==> config.mk <==
export PLATFORM = sky130hd
export DESIGN_NAME = fetch_unit
export DESIGN_NICKNAME = d
export VERILOG_FILES = /design/src/rtl/fetch_unit.sv
export SDC_FILE = /design/constraint.sdc
export NUM_CORES = 1
export LEC_CHECK = 0
export CAP_MARGIN = 15
export CORE_ASPECT_RATIO = 0.6
export CORE_MARGIN = 4
export CORE_UTILIZATION = 35
export CTS_BUF_LIST = sky130_fd_sc_hd__clkbuf_16
export DETAILED_ROUTE_END_ITERATION = 12
export HOLD_SLACK_MARGIN = 0.15
export PLACE_DENSITY = 0.74
export SLEW_MARGIN = 0
export SYNTH_ARGS = -nofsm -noshare
export SYNTH_HDL_FRONTEND = slang
export SYNTH_SLANG_ARGS = --single-unit
==> constraint.sdc <==
create_clock -name clk -period 2.2 [get_ports clk]
set_clock_uncertainty 0.15 [all_clocks]
set_input_delay 0.44 -clock clk [delete_from_list [all_inputs] [get_ports clk]]
set_output_delay 0.44 -clock clk [all_outputs]
set_load 0.005 [all_outputs]
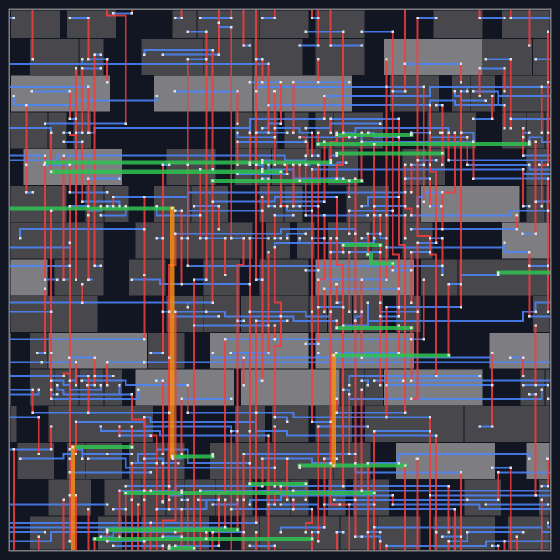
Run 1: layout detail
Region (51, 41) to (91, 81) um. Cells in gray, sequential cells in the stronger gray; small squares are vias.
color	layer
blue	M1
red	M2
green	M3
orange	M4
sequential cells in the window	15
most frequent	buf_4 (16), dfxtp_1 (15), clkdlybuf4s50_1 (15)
cells with their middle in the window	127

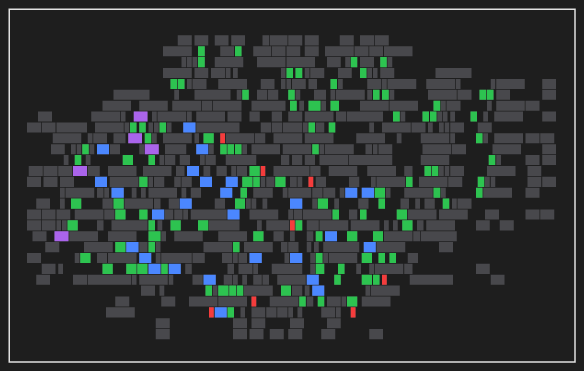
Run 1: logic cells by family
Scale: 4 px per um.
color	family	cells	most used
blue	xor and xnor cells	27	xnor2_1
red	inv cells	8	inv_1
purple	mux cells	5	mux2i_1
green	aoi and oai cells	103	a21oi_1
Final Non-Filler Cells: 694
most numerous logic cell after layout: clkdlybuf4s50_1

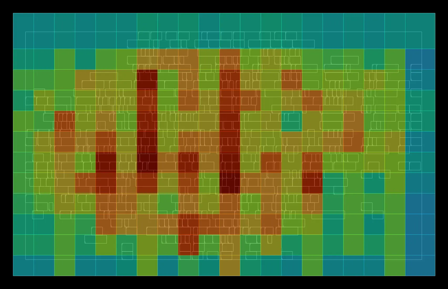
Run 1: track usage over the die
met1 Track Usage GR: 27.15%
M3 GR Usage: 6.710%
fin util: 53.19%
Tot GR Track Use: 19.23%
met2 usage: 27.65%

==> summary.txt, run 1 <==
Iteration-0 DRC Markers - 291
Period minus WS final - 2125 ps
Initial antenna violation count - 0
DR WL/cell - 17.15 um
Pre-antenna DRT Iters - 4
Critical Path Fanout Max - 6
Bufs w/o clock - 128
Critical path data required time - 2250 ps
R2R Setup Slk - 80 ps
First-pass GRT wire length - 18570 um
Worst setup EP type - flip-flop
HPWL after DPL - 8407 um
Layout clock area frac - 6.925%
FMAX - 0.4707 GHz
Multi-In Gates - 324
Share of cells above drive strength 1 - 13.06%
Worst EP arrival - 2180 ps
Wl on met1 - 5603 um
Vias in the first global route - 3549
Fin crit share - 96.57%
Post-Route WL - 11910 um
Clock net sink count - 83
Clk slew on worst S/H paths - 70 ps
Post-synth seq share - 44.68%
Synth-to-Final Area Change - 44.31%
Worst setup margin - 75.40 ps
Top cells excl fill/tap - 84 x clkdlybuf4s50_1, 82 x dfxtp_1, 64 x nand2_1
Ys flop type - dfxtp_1
Main logic family - simple AND/OR/NAND/NOR gates
Fraction of cell area in non-clock buffers - 22.43%
Inverters - 8
Total of max-cap violations - 0
Avg Cell Area, Syn - 8.191 um^2
Hold Path Stages - 2
RD Place Congestion - 0.8644
Final Slew Violations - 0
Worst slack, placed - -377.7 ps
Final Hold Viols - 0
Asr flop ratio synth - 0%
IO Pins - 88
Status - finished, final reports clean
XOR/XNOR Fraction of Synth Area - 6.359%
Register area - 0.001663 mm^2
H-tree levels - 3
N_taps - 135
Cts bufs inserted - 9
Simple-Gate Area Share - 21.30%
Adder share - 0.3365%
Path depth of the worst reg2reg path - 8
Synthesis Warnings - 0
Met2 wire length - 5021 um
Tool warnings - 27
Total gr overflow - 0
Mux area share - 1.346%
WS Path Type - flip-flop to flip-flop
Syn Inst Count - 454
Die Wd - 141.1 um
Core ar. - 0.01009 mm^2
Fill cells - 891
Clk_buf instances - 9
AO/OA Area Share - 20.42%
Yosys cell types - 38
Count of library flops with an enable pin - 0
Post-Syn Nets - 492
Startpoint type of the worst setup path - flip-flop
Via density - 5.386
Clock buffer depth - 2
Synth flops - 83
Yosys Chip Area - 0.003719 mm^2
PD cells - 737.0 mW/mm^2
Top cells, area - dfxtp_1 45%, nand2_1 6.5%, nor2_1 6.4%
WL met3 - 1156 um
Drc violations - 0
Clk root buf - clkbuf_16
Gr busiest metal - met2
Post-synth top area share - 44.68%
Die Area - 0.01239 mm^2
Synth area leader - dfxtp_1
Hold buffer count at CTS - 0
Least-Margin Pin Slew - 689.4 ps
Chip height - 87.84 um
Cts repair resizes - 2
Sequential share of cell area - 30.99%
Row cnt - 28
## run 1: stage by stage
step	hold WS (ps)	cell area (um^2)	total power [mW]	TNS [ps]	cells
2_1_floorplan	286.3	3719	1.842	0	454
3_3_place_gp	292.7	4896	2.088	-10270	674
3_5_place_dp	299.4	4896	2.098	-12450	674
4_1_cts	308.0	5290	3.964	-5.449	691
5_1_grt	324.3	5366	4.078	-0.9774	694
6_report	313.6	5366	3.955	0	694
## run 1: power by group
part	internal (mW)	total [mW]	switching [mW]
registers	1.56	1.61	0.0499
logic	0.245	0.472	0.227
clock network	1.24	1.88	0.640
total	3.04	3.95	0.917
## run 1: critical path: stages (launching register included)
cell     delay, ps
dfxtp_1        350
buf_4          170
nor4b_4        360
buf_12         160
nand2_1         60
xnor2_1        150
o21ai_0        350
buf_4          180
a21oi_1         50
==> run 2, diff against run 1 <==
- ABC_CLOCK_PERIOD_IN_PS: not set -> 2200
- CORE_ASPECT_RATIO: 0.6 -> not set
- CORE_UTILIZATION: 35 -> 45
- PLACE_DENSITY: 0.74 -> 0.88
==> summary.txt, run 2 <==
Yosys cell types - 38
Clk root buf - clkbuf_16
Ys flop type - dfxtp_1
Synth area leader - dfxtp_1
Iteration-0 DRC Markers - 287
PD cells - 702.0 mW/mm^2
Clock group power - 1.57 mW
Crit path depth - 3
Final Non-Filler Cells - 657
Leading power group - registers
WP buf/inv - 2
CP max stage cell - clkdlybuf4s50_1
Cts bufs inserted - 9
Worst path max stage delay - 520 ps
Clock buffer depth - 2
Path depth of the worst reg2reg path - 7
Post-synth seq share - 44.68%
Placed Area - 0.004835 mm^2
Clock net sink count - 83
Fin util - 65.53%
Tool warnings - 26
Status - finished, final reports clean
Die Area - 0.009782 mm^2
Count of library flops with an enable pin - 0
Via density - 5.705
Synth-to-Final Area Change - 39.00%
Gr busiest metal - met2
Vias in the first global route - 3659
Worst path top cell family by delay - buffers and inverters
Fin crit share - 96.30%
Avg Cell Area, Syn - 8.191 um^2
Chip height - 98.91 um
Initial antenna violation count - 0
Total power - 3.629 mW
HPWL after DPL - 7924 um
Least-Margin Pin Slew - 520.1 ps
Startpoint type of the worst setup path - flip-flop
M3 GR Usage - 4.176%
-- run 2: worst min-delay path: cells and delay by family (launching register included) --
family             cells  cell delay [ps]
DFF                    1              310
and+or+nand+nor        1               50
AOI/OAI and AO/OA      1               50
-- run 2: cells by family after synthesis --
| kind of cell | share of synthesized area (%) |
|---|---|
| buf+inv | 5.552 |
| simple gates | 21.30 |
| xor+xnor | 6.359 |
| fa+ha+maj | 0.3364 |
| mux | 1.346 |
| flops | 44.68 |
| compound gates | 20.42 |
-- run 2: area by class of cell --
type / instances / area [um^2]
Tap cell: 102 / 127.6
Clock buffer: 9 / 225.2
Timing Repair Buffer: 125 / 1166
Clock inverter: 7 / 82.58
Fill cell: 619 / 2719
Multi-Input combinational cell: 323 / 1876
Sequential cell: 83 / 1662
Inverter: 8 / 30.03
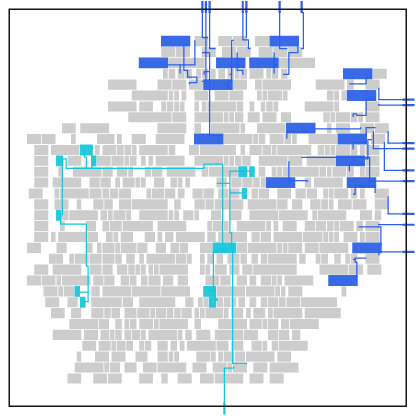
Run 2: nets reached from selected ports
Scale: 4 px per um.
color	port	bits	direction	edge	end cells	buffers	wire
cyan	`pc_redirect`	1	input	bottom	13	2	221 um
blue	`if_id_instr`	16	output	9 right, 7 top	16	16	374 um
IO Pins: 88
I/O Buffers: 87

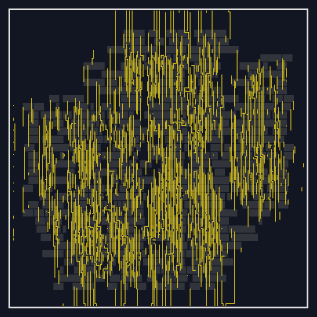
Run 2: the metal 2 layer
Scale: 3 px per um.
share of all routed wire	49%
wire length on this layer	5520 um
main direction	vertical
met2 usage: 38.07%
Post-Route WL: 11170 um

No activity file was given, so power comes from the tool's default toggle rates.
